Run 1, I/O pins on the die edge:
Drawn at 2 px/µm. Pins as bars across the die edge, other pins in gray.
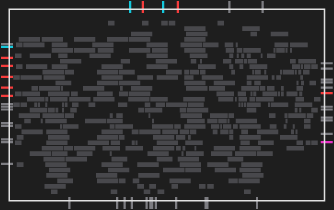
Run 1, sequential cells grouped by signal name:
Drawn at 2 px/µm. Other sequential cells in the stronger gray, the rest of the logic in the fainter gray.
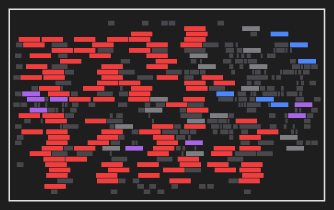
Run 1, routed metal, one color a layer:
Drawn at 3 px/µm.
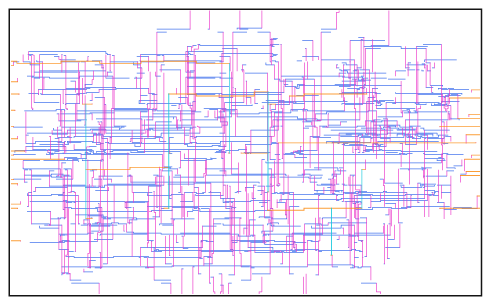
**src/rtl/free_rsp_merger.sv**
```systemverilog
// Merges dispatcher fail responses and or_tree completion responses into the single
// free-rsp FIFO write port, with a small per-source queue and round-robin drain.
`ifndef REQ_ID_WIDTH
`define REQ_ID_WIDTH 8
`endif
`ifndef FAIL_REASON_WIDTH
`define FAIL_REASON_WIDTH 3
`endif
`ifndef FREE_FAIL_REASON_EQUAL_ZERO
`define FREE_FAIL_REASON_EQUAL_ZERO 3'd1
`endif

module free_rsp_merger #(
  parameter int QDEPTH = 4
) (
  input  logic                          clk,
  input  logic                          rst_n,
  input  logic                          disp_rsp_write_en,
  input  logic [`REQ_ID_WIDTH-1:0]      disp_rsp_id,
  input  logic                          disp_rsp_fail,
  input  logic [`FAIL_REASON_WIDTH-1:0] disp_rsp_fail_reason,
  input  logic                          tree_rsp_valid,
  input  logic [`REQ_ID_WIDTH-1:0]      tree_rsp_id,
  input  logic                          tree_rsp_fail,
  input  logic [`FAIL_REASON_WIDTH-1:0] tree_rsp_fail_reason,
  input  logic                          rsp_fifo_full,
  input  logic                          rsp_fifo_almost_full,
  output logic                          rsp_fifo_write_en,
  output logic [`REQ_ID_WIDTH-1:0]      rsp_fifo_id,
  output logic                          rsp_fifo_fail,
  output logic [`FAIL_REASON_WIDTH-1:0] rsp_fifo_fail_reason,
  output logic                          rsp_almost_full_out,
  output logic                          overflow_err
);

  localparam int AW = $clog2(QDEPTH);
  localparam int CW = AW + 1;

  typedef struct packed {
    logic [`REQ_ID_WIDTH-1:0]      id;
    logic                          fail;
    logic [`FAIL_REASON_WIDTH-1:0] reason;
  } rsp_t;

  typedef enum logic {SRC_DISP = 1'b0, SRC_TREE = 1'b1} src_e;

  rsp_t            mem     [2][QDEPTH];
  logic [AW-1:0]   rd_ptr  [2];
  logic [AW-1:0]   wr_ptr  [2];
  logic [CW-1:0]   count   [2];
  rsp_t            push_data [2];
  logic [1:0]      push;
  logic [1:0]      accept;
  logic [1:0]      pop;
  logic [1:0]      not_empty;
  src_e            prio, prio_next;
  rsp_t            pop_data;

  assign push         = {tree_rsp_valid, disp_rsp_write_en};
  assign push_data[0] = '{disp_rsp_id, disp_rsp_fail, disp_rsp_fail_reason};
  assign push_data[1] = '{tree_rsp_id, tree_rsp_fail, tree_rsp_fail_reason};

  always_comb begin
    for (int i = 0; i < 2; i++) begin
      not_empty[i] = (count[i] != '0);
      // A full queue still takes a push when it is being popped in the same cycle.
      accept[i]    = push[i] && ((count[i] != CW'(QDEPTH)) || pop[i]);
    end
  end

  // NOTE: every variable assigned in always_comb gets a default first so no latch is inferred.
  always_comb begin
    pop       = 2'b00;
    prio_next = prio;
    if (!rsp_fifo_full) begin
      if (not_empty[0] && not_empty[1]) begin
        if (prio == SRC_DISP) begin
          pop[0]    = 1'b1;
          prio_next = SRC_TREE;
        end else begin
          pop[1]    = 1'b1;
          prio_next = SRC_DISP;
        end
      end else if (not_empty[0]) begin
        pop[0] = 1'b1;
      end else if (not_empty[1]) begin
        pop[1] = 1'b1;
      end
    end
  end

  assign pop_data = pop[1] ? mem[1][rd_ptr[1]] : mem[0][rd_ptr[0]];

  // NOTE: queue storage is not reset; count and pointers alone decide what is valid.
  always_ff @(posedge clk) begin
    for (int i = 0; i < 2; i++) begin
      if (accept[i]) mem[i][wr_ptr[i]] <= push_data[i];
    end
  end

  // NOTE: sequential state uses non-blocking assignments so all registers update together.
  always_ff @(posedge clk or negedge rst_n) begin
    if (!rst_n) begin
      for (int i = 0; i < 2; i++) begin
        rd_ptr[i] <= '0;
        wr_ptr[i] <= '0;
        count[i]  <= '0;
      end
      prio         <= SRC_DISP;
      overflow_err <= 1'b0;
    end else begin
      for (int i = 0; i < 2; i++) begin
        if (accept[i]) wr_ptr[i] <= wr_ptr[i] + AW'(1);
        if (pop[i])    rd_ptr[i] <= rd_ptr[i] + AW'(1);
        count[i] <= count[i] + CW'(accept[i]) - CW'(pop[i]);
        if (push[i] && !accept[i]) overflow_err <= 1'b1;
      end
      prio <= prio_next;
    end
  end

  always_ff @(posedge clk or negedge rst_n) begin
    if (!rst_n) begin
      rsp_fifo_write_en    <= 1'b0;
      rsp_fifo_id          <= '0;
      rsp_fifo_fail        <= 1'b0;
      rsp_fifo_fail_reason <= '0;
    end else begin
      rsp_fifo_write_en <= |pop;
      if (|pop) begin
        rsp_fifo_id          <= pop_data.id;
        rsp_fifo_fail        <= pop_data.fail;
        rsp_fifo_fail_reason <= pop_data.reason;
      end
    end
  end

  assign rsp_almost_full_out = rsp_fifo_almost_full
                            || (count[0] >= CW'(QDEPTH - 1))
                            || (count[1] >= CW'(QDEPTH - 1));

endmodule

```
**config.mk**
```make
export PLATFORM = sky130hd
export DESIGN_NAME = free_rsp_merger
export DESIGN_NICKNAME = d
export VERILOG_FILES = /design/src/rtl/free_rsp_merger.sv
export SDC_FILE = /design/constraint.sdc
export NUM_CORES = 1
export LEC_CHECK = 0
export ABC_CLOCK_PERIOD_IN_PS = 6900
export CAP_MARGIN = 20
export CORE_ASPECT_RATIO = 0.6
export CORE_UTILIZATION = 35
export CTS_BUF_LIST = sky130_fd_sc_hd__clkbuf_4 sky130_fd_sc_hd__clkbuf_8
export DETAILED_ROUTE_END_ITERATION = 6
export PLACE_DENSITY = 0.51
export SKIP_CTS_REPAIR_TIMING = 1
export SLEW_MARGIN = 25
export SYNTH_ARGS = -nofsm -noshare
export SYNTH_HDL_FRONTEND = slang
export SYNTH_SLANG_ARGS = --single-unit
```
**constraint.sdc**
```tcl
create_clock -name clk -period 6.9 [get_ports clk]
set_input_delay 1.38 -clock clk [delete_from_list [all_inputs] [get_ports clk]]
set_output_delay 1.38 -clock clk [all_outputs]
set_load 0.02 [all_outputs]
```
==> impl_metrics.ini, run 1 <==
; yosys + openroad results
[synth]
common_cells = 96 x edfxtp_1, 29 x dfrtp_1, 24 x mux4_2
async_flop_share_pct = 23.2
ys_seq_share_pct = 71.6
syn_inst = 271
synthTopCellsByArea = edfxtp_1 57%, dfrtp_1 14%, mux4_2 11%
ys_types = 31
synth_nets = 317
synth_warnings = 0

[finish]
area_growth_pct = 21.4
finalNonFillerCells = 530
fin_nets = 372

[clock_tree]
cts_tree = done
cts.sinks = 125
cts.path.max_buffers = 2
clock_latency_ns = 0.43
h-tree-depth = 4
cts_buffers = 17

[routing]
remaining_drc_errors = 0
num_vias = 2461
drt_wl_total_mm = 9.32
via_per_inst = 4.64

[status]
status = complete, no violations

[worst_setup_path]
path_max_fanout = 1
reg2reg_depth = 10
cp.required_ns = 5.52
path_class = in -> out
worstPathArrival_ns = 2.57

[timing]
tightest_slew_ns = 0.874
slew_headroom_pct = 41.7
setup_slack_ns = 2.95
period_minus_slack_ns = 3.95
setup_viol = 0
skew_ns = 0.0138
final_max_slew_viol_count = 0

[grt]
grt_pass1_wl_mm = 14.8
grt_antenna_before_repair = 0
grtUsageMet1_pct = 20.6

[place]
placed_cells = 499
pre_cts_slack_ns = 2.95
portBuffers = 44
dpl_cell_area_mm2 = 0.00568
place_hpwl_mm = 6.22

[pwr]
leakagePower_nw = 2.23
p_seq_share_pct = 45.3
clkPwrFrac_pct = 26.8
p_comb_share_pct = 27.9
p_int_mw = 1.83

[hold_path]
min_path_type = reg -> reg

[floorplanning]
fp.dieH_um = 95.0
About 'I/O pins on the die edge':
| port | color | pins | direction | edge |
|---|---|---|---|---|
| tree_rsp_fail | magenta | 1 | input | east |
| disp_rsp_fail_reason | cyan | 3 | input | 2 north, 1 west |
| disp_rsp_id | red | 8 | input | 5 west, 2 north, 1 east |
all pins by edge: 15 west, 12 east, 12 south, 6 north

About 'sequential cells grouped by signal name':
| signal | color | flops |
|---|---|---|
| rsp_fifo_id | purple | 8 |
| count | blue | 6 |
| mem | red | 96 |
not colored: 15

About 'routed metal, one color a layer':
| layer | color | wire length |
|---|---|---|
| metal 4 | cyan | 168 µm |
| metal 2 | magenta | 4040 µm |
| metal 3 | orange | 401 µm |
| metal 1 | blue | 4710 µm |

## run 1: power groups by stage
stage / clock, mW / sequential, mW / combinational (mW)
after floorplan: 0 / 1.16 / 0.547
after global routing: 0.755 / 1.24 / 0.830
after detailed placement: 0 / 1.22 / 0.755
final: 0.708 / 1.20 / 0.738
after global placement: 0 / 1.22 / 0.751
after CTS: 0.729 / 1.21 / 0.758
## run 1: kinds of logic (layout without fill, tap and decap cells)
family / after synthesis / in the layout / share of synthesized area (%)
DFF: 125 / 125 / 71.6
muxes: 37 / 37 / 13.4
adders and majority gates: 16 / 16 / 4.27
buffers and inverters: 29 / 96 / 2.63
and+or+nand+nor: 34 / 34 / 3.60
AOI/OAI and AO/OA: 21 / 21 / 2.95
xor gates and xnor gates: 9 / 9 / 1.56
## run 1: how the worst max path moves through the flow
| stage | startpoint | end |
|---|---|---|
| 2_1_floorplan | rsp_fifo_almost_full | rsp_almost_full_out |
| 3_3_place_gp | rsp_fifo_almost_full | rsp_almost_full_out |
| 3_5_place_dp | rsp_fifo_almost_full | rsp_almost_full_out |
| 4_1_cts | rsp_fifo_almost_full | rsp_almost_full_out |
| 5_1_grt | rsp_fifo_almost_full | rsp_almost_full_out |
| 6_report | rsp_fifo_almost_full | rsp_almost_full_out |
## run 1: critical path, stage by stage
cell and delay, ns:
clkdlybuf4s50_1 0.46, nor3_1 0.04, nand3_1 0.09, clkdlybuf4s50_1 0.60
## run 1: registers in the layout, indices dropped and copies added, names as in the netlist
register	count
rd_ptr	4
overflow_err	1
rsp_fifo_fail_reason	3
prio	1
rsp_fifo_fail	1
mem	96
rsp_fifo_write_en	1
wr_ptr	4
rsp_fifo_id	8
count	6
## run 1: layer usage
metal	share of wire (%)	wire, µm
met4	1.8	167
met5	0	0
met2	43	4040
met1	51	4710
met3	4.3	401
## run 1: cell usage in the layout (no fill, tap or decap), drive strengths merged, types with 2 or more instances in the layout
master and count:
ha 14, clkinvlp 3, bufinv 5, mux2i 12, nor3 5, clkbuf 18
clkdlybuf4s50 44, nand3 3, and3 4, xor2 3, dfrtp 29, xnor2 6
nor2 15, clkinv 5, inv 20, o211ai 2, edfxtp 96, fa 2
mux4 24, a21oi 13, o21ai 3, and2 5
## run 1: final cells by class
class                   count  area, µm²
fillers                  1226       7710
clock buffers              18        241
flip-flops and latches    125       3610
clock inverters            13        198
inverters                  20       75.1
repair buffers             45        448
well taps                 192        240
multi-input cells         117       1310
==> run 2, diff against run 1 <==
- ABC_CLOCK_PERIOD_IN_PS: 6900 -> 3700
- clock period: 6.9 -> 3.7 ns (I/O delays scaled with it)
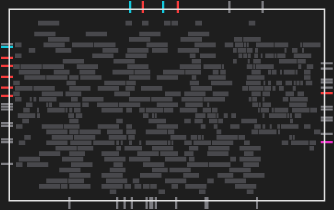
Run 2: I/O pins on the die edge
Drawn at 2 px/µm. Pins as bars across the die edge, other pins in gray.
| port | color | pins | direction | edge |
|---|---|---|---|---|
| disp_rsp_fail_reason | cyan | 3 | input | 2 north, 1 west |
| tree_rsp_fail | magenta | 1 | input | east |
| disp_rsp_id | red | 8 | input | 5 west, 2 north, 1 east |
all pins by edge: 15 west, 12 east, 12 south, 6 north

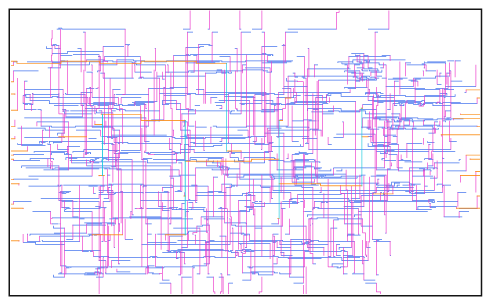
Run 2: routed metal, one color a layer
Drawn at 3 px/µm.
| layer | color | wire length |
|---|---|---|
| metal 2 | magenta | 4080 µm |
| metal 1 | blue | 5060 µm |
| metal 3 | orange | 294 µm |
| metal 4 | cyan | 146 µm |

==> impl_metrics.ini, run 2 <==
; yosys + openroad results
[synth]
syn_inst = 271
ys_seq_share_pct = 71.6
synthTopCellsByArea = edfxtp_1 57%, dfrtp_1 14%, mux4_2 11%
common_cells = 96 x edfxtp_1, 29 x dfrtp_1, 24 x mux4_2

[clock_tree]
cts.sinks = 125

[routing]
met2_length_mm = 4.08
drt_wl_total_mm = 9.57

[worst_setup_path]
cp.required_ns = 2.96
crit_path_start = count[2]$_DFF_PN0_
reg2reg_depth = 10

[grt]
grt_pass1_wl_mm = 15.3

[place]
place_hpwl_mm = 6.21

[finish]
largest_reg_flops = 96
fin_nets = 376
final_common_cell = edfxtp_1

[timing]
period_minus_slack_ns = 2.70
setup_viol = 0

[status]
status = complete, no violations

[hold_path]
min_path_type = reg -> reg

[floorplanning]
fp.dieH_um = 95.0
## run 2: routing by layer
metal | GRT usage (%) | up-vias
met2 | 20.4 | 49
met4 | 6.62 | 0
li1 | - | 1155
met5 | 0 | -
met1 | 21.6 | 1249
met3 | 3.76 | 16
## run 2: cell families (layout without fill, tap and decap cells)
family          Yosys count  after routing  share of synthesized area [%]
xor+xnor                  9              9                           1.56
compound gates           21             21                           2.95
fa+ha+maj                16             16                           4.27
buf+inv                  29            101                           2.63
mux                      37             37                           13.4
simple gates             34             34                           3.60
flops                   125            125                           71.6
## run 2: critical path, cell delays in order, from the launching register on
cell,delay (ns)
dfrtp_1,0.50
inv_1,0.08
ha_1,0.17
o21ai_0,0.14
nand3_1,0.09
clkdlybuf4s50_1,0.54
## run 2: how the worst max path moves through the flow
stage / slack (ns) / to / depth (start not counted)
6_report: 1.0 / rsp_almost_full_out / 5
5_1_grt: 0.84 / rsp_almost_full_out / 5
4_1_cts: 0.96 / rsp_almost_full_out / 5
3_5_place_dp: 0.59 / count[4]$_DFF_PN0_ / 10
3_3_place_gp: 0.62 / count[5]$_DFF_PN0_ / 10
2_1_floorplan: 1.25 / count[5]$_DFF_PN0_ / 10
## run 2: stage by stage
step / setup slack [ns] / total power, mW / instances / cell area, µm² / hold slack [ns]
2_1_floorplan: 1.25 / 3.18 / 271 / 5040 / 0.444
3_3_place_gp: 0.616 / 3.69 / 503 / 5710 / 0.491
3_5_place_dp: 0.588 / 3.70 / 503 / 5710 / 0.489
4_1_cts: 0.955 / 5.02 / 535 / 6140 / 0.513
5_1_grt: 0.839 / 5.24 / 535 / 6140 / 0.540
6_report: 0.999 / 4.92 / 535 / 6140 / 0.513
## run 2: area by class of cell
class	count	area [µm²]	share of cell area (%)
Clock buffer	17	234	3.81
Tap cell	192	240	3.91
Timing Repair Buffer	49	478	7.79
Inverter	20	75.1	1.22
Multi-Input combinational cell	117	1300	21.2
Sequential cell	125	3610	58.8
Clock inverter	15	198	3.22
## run 2: power by group
part	switching [mW]	internal, mW	total (mW)	leakage (nW)
registers	0.335	1.91	2.24	1.21
clock network	0.609	0.690	1.30	0.212
logic	0.658	0.726	1.38	0.829
total	1.60	3.32	4.92	2.25
No activity file was given, so power comes from the tool's default toggle rates.
